### config.mk
export PLATFORM = sky130hd
export DESIGN_NAME = step_pulse_shaper
export DESIGN_NICKNAME = d
export VERILOG_FILES = /design/src/rtl/step_pulse_shaper.sv
export SDC_FILE = /design/constraint.sdc
export NUM_CORES = 1
export LEC_CHECK = 0
export ABC_CLOCK_PERIOD_IN_PS = 3000
export CORE_MARGIN = 8
export CORE_UTILIZATION = 35
export CTS_BUF_LIST = sky130_fd_sc_hd__clkbuf_16
export DETAILED_ROUTE_END_ITERATION = 6
export GPL_TIMING_DRIVEN = 0
export RECOVER_POWER = 50
export SLEW_MARGIN = 20
export SYNTH_ARGS = -nofsm -noshare
export SYNTH_HDL_FRONTEND = slang
export SYNTH_SLANG_ARGS = --single-unit
export TNS_END_PERCENT = 100
### constraint.sdc
create_clock -name clk -period 3 [get_ports clk]
set_clock_uncertainty 0.2 [all_clocks]
set_input_delay 0.6 -clock clk [delete_from_list [all_inputs] [get_ports clk]]
set_output_delay 0.6 -clock clk [all_outputs]
set_load 0.05 [all_outputs]
### src/rtl/step_pulse_shaper.sv
// Shapes step requests into driver-legal STEP/DIR waveforms with DIR setup, min high/low widths and a pending-step buffer.
// Optional build macro STEP_PULSE_INVERT_EN makes step_out active-low (idle/reset level 1); dir_out is unaffected.
module step_pulse_shaper #(
    parameter int SetupCycles  = 20,
    parameter int HighCycles   = 24,
    parameter int LowCycles    = 24,
    parameter int PendingWidth = 4
) (
    input  logic                    clk,
    input  logic                    rst_n,
    input  logic                    step_valid,
    input  logic                    step_dir,
    output logic                    step_ready,
    output logic                    step_out,
    output logic                    dir_out,
    output logic [PendingWidth-1:0] pending,
    output logic                    busy
);

    localparam int MaxHl     = (HighCycles > LowCycles) ? HighCycles : LowCycles;
    localparam int MaxCycles = (SetupCycles > MaxHl) ? SetupCycles : MaxHl;
    localparam int TimerW    = ($clog2(MaxCycles) < 1) ? 1 : $clog2(MaxCycles);

    localparam logic [TimerW-1:0]       SetupLoad = TimerW'(SetupCycles - 1);
    localparam logic [TimerW-1:0]       HighLoad  = TimerW'(HighCycles - 1);
    localparam logic [TimerW-1:0]       LowLoad   = TimerW'(LowCycles - 1);
    localparam logic [PendingWidth-1:0] PendMax   = '1;

`ifdef STEP_PULSE_INVERT_EN
    localparam logic StepIdle = 1'b1;
`else
    localparam logic StepIdle = 1'b0;
`endif

    typedef enum logic [1:0] {
        IDLE       = 2'd0,
        DIR_SETUP  = 2'd1,
        PULSE_HIGH = 2'd2,
        PULSE_LOW  = 2'd3
    } state_t;

    state_t                  state_q, state_d;
    logic [TimerW-1:0]       timer_q, timer_d;
    logic [PendingWidth-1:0] pending_q, pending_d;
    logic                    queued_dir_q, queued_dir_d;
    logic                    dir_out_q, dir_out_d;
    logic                    step_out_q, step_out_d;
    logic                    xfer;
    logic                    pulse_start;

    // Ready never looks at step_valid, so the generator can't form a loop through us.
    assign step_ready = (pending_q != PendMax) &&
                        ((pending_q == '0) || (step_dir == queued_dir_q));
    assign xfer       = step_valid && step_ready;

    always_comb begin
        state_d      = state_q;
        timer_d      = timer_q;
        dir_out_d    = dir_out_q;
        queued_dir_d = xfer ? step_dir : queued_dir_q;
        pulse_start  = 1'b0;

        case (state_q)
            IDLE: begin
                if (pending_q != '0) begin
                    if (queued_dir_q != dir_out_q) begin
                        dir_out_d = queued_dir_q;
                        timer_d   = SetupLoad;
                        state_d   = DIR_SETUP;
                    end else begin
                        timer_d     = HighLoad;
                        state_d     = PULSE_HIGH;
                        pulse_start = 1'b1;
                    end
                end
            end
            DIR_SETUP: begin
                if (timer_q == '0) begin
                    timer_d     = HighLoad;
                    state_d     = PULSE_HIGH;
                    pulse_start = 1'b1;
                end else begin
                    timer_d = timer_q - TimerW'(1);
                end
            end
            PULSE_HIGH: begin
                if (timer_q == '0) begin
                    timer_d = LowLoad;
                    state_d = PULSE_LOW;
                end else begin
                    timer_d = timer_q - TimerW'(1);
                end
            end
            PULSE_LOW: begin
                if (timer_q == '0) begin
                    state_d = IDLE;
                end else begin
                    timer_d = timer_q - TimerW'(1);
                end
            end
            default: state_d = IDLE;
        endcase

        case ({xfer, pulse_start})
            2'b10:   pending_d = pending_q + PendingWidth'(1);
            2'b01:   pending_d = pending_q - PendingWidth'(1);
            default: pending_d = pending_q;
        endcase

        step_out_d = (state_d == PULSE_HIGH) ^ StepIdle;
    end

    always_ff @(posedge clk) begin
        if (!rst_n) begin
            state_q      <= IDLE;
            timer_q      <= '0;
            pending_q    <= '0;
            queued_dir_q <= 1'b0;
            dir_out_q    <= 1'b0;
            step_out_q   <= StepIdle;
        end else begin
            state_q      <= state_d;
            timer_q      <= timer_d;
            pending_q    <= pending_d;
            queued_dir_q <= queued_dir_d;
            dir_out_q    <= dir_out_d;
            step_out_q   <= step_out_d;
        end
    end

    assign step_out = step_out_q;
    assign dir_out  = dir_out_q;
    assign pending  = pending_q;
    assign busy     = (state_q != IDLE) || (pending_q != '0);

endmodule
==> ci_impl_report.md <==
### Yosys + OpenROAD results

| Metric | Value |
|---|---|
| Status | `complete, no violations` |
| WHS Endpoint | `dir_out$_SDFFE_PN0P_` |
| CP Class | `flop to primary output` |
| Detail Placement HPWL | `roughly 1600 um` |
| Post-Route WL | `2133 um` |
| Hold-fix buffers, CTS | `0` |
| Clk latency late pin | `approximately 0.24 ns` |
| Hold path startpoint | `dir_out$_SDFFE_PN0P_` |
| Buffers added on ports | `11` |
| Min Hold Slack | `a little over 0.3 ns` |
| # rows | `19` |
| Tot Pwr | `1.501 mW` |
| Crit path cell chain | `nor4_2 -> and2_0 -> inv_1 -> dlygate4sd2_1` |
| Worst relative slew slack | `about 52%` |
| Clock Path Buffers | `2` |
| Main synth FF type | `dfxtp_1` |
| Mapped Cells | `around 120` |
| Tool warnings | `30` |
| FP Util | `between 30% and 40%` |
| TritonCTS clock tree | `yes` |
| Hold Crit Depth | `2` |
| Crit-path max cell delay | `~0.46 ns` |
| # Cells Yosys | `roughly 120` |
-- power breakdown --
part           leakage, nW  total (mW)  switching [mW]  internal (mW)
Combinational        0.392       0.924           0.543          0.381
Sequential           0.115       0.329          0.0794          0.250
Clock               0.0385       0.248          0.0724          0.176
-- flip-flops by register name (all words and copies together), names as in the netlist --
register / cells
pending: 4
dir_out: 1
state_q: 2
queued_dir_q: 1
step_out: 1
timer_q: 5
-- Yosys cell counts (2+ instances only) --
cell type	number
a21boi_0	3
a21oi_1	4
and2_1	4
and3_1	2
dfxtp_1	14
ha_1	9
inv_1	10
mux2i_1	3
nand2_1	9
nand3_1	4
nor2_1	12
nor3_1	2
nor4_1	2
o21ai_0	8
o32ai_1	2
xor2_1	3
-- cell type report --
class	count	area [um^2]
Fill cell	273	1473
Multi-Input combinational cell	90	658.1
Sequential cell	14	280.3
Timing Repair Buffer	14	132.6
Clock buffer	3	75.07
Tap cell	31	38.79
Inverter	10	37.54
Buffer	2	11.26
Clock inverter	1	3.754
-- tightest hold or removal path, stage by stage (launching register included) --
cell and delay, ns:
dfxtp_1 0.32, nand2_1 0.05, a21boi_0 0.07
-- worst max-delay path by stage --
stage	start	end	cells after the start
detailed placement	step_dir	pending[3]$_SDFFE_PN0P_	10
global route	timer_q[0]$_SDFFE_PN0P_	pending[3]$_SDFFE_PN0P_	11
floorplan	pending[1]$_SDFFE_PN0P_	pending[3]$_SDFFE_PN0P_	9
finish	pending[1]$_SDFFE_PN0P_	busy	4
CTS	step_dir	pending[3]$_SDFFE_PN0P_	10
global placement	step_dir	pending[3]$_SDFFE_PN0P_	10
-- repair_timing --
action / in CTS / in global routing
gates cloned: 0 / 0
endpoints found under the setup margin: 3 / 3
pin swaps: 1 / 2
setup buffers: 1 / 2
resized: 6 / 2
endpoints found under the hold margin: 0 / 0
-- per-layer routing --
metal,vias to the layer above,share of wire (%)
met5,-,0
met4,0,1.7
met3,4,5.5
met2,22,46
met1,413,47
li1,452,-
-- metrics by stage --
stage | cell area [um^2] | util [%]
2_1_floorplan | 980.9 | -
3_3_place_gp | 1130 | 41.69
3_5_place_dp | 1130 | 41.69
4_1_cts | 1236 | 45.61
5_1_grt | 1237 | 45.66
6_report | 1237 | 45.66
-- cells by family (layout without fill, tap and decap cells) --
family / Yosys count / in the layout / share of synthesized area, %
xor gates and xnor gates: 4 / 4 / 3.572
and+or+nand+nor: 44 / 44 / 23.85
DFF: 14 / 14 / 28.57
adders and majority gates: 10 / 10 / 13.52
buffers and inverters: 12 / 30 / 4.975
AOI/OAI and AO/OA: 29 / 29 / 22.45
muxes: 3 / 3 / 3.061
### Placed standard cells

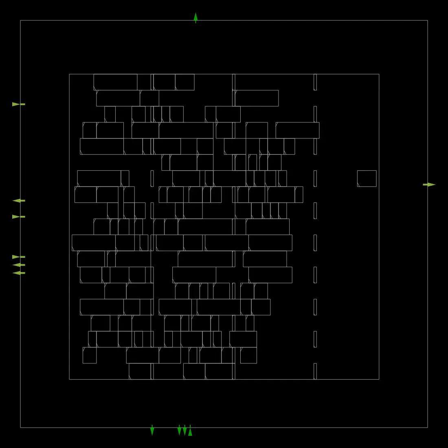
Flops: 14
Seq area share: 22.65%
Post-Layout Cell Count: 165

### Register map, names as in the netlist

Other sequential cells in the stronger grey, the rest of the logic in the fainter grey.
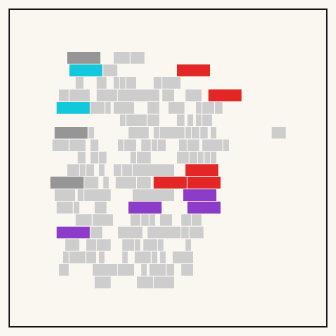
netlist name	colour	sequential cells
state_q	cyan	2
pending	purple	4
timer_q	red	5
core occupancy in the finished layout: 45.66%
Storage cell area: 280.3 um^2
P_seq: 0.329 mW

Power is estimated from default activity; no workload was simulated.
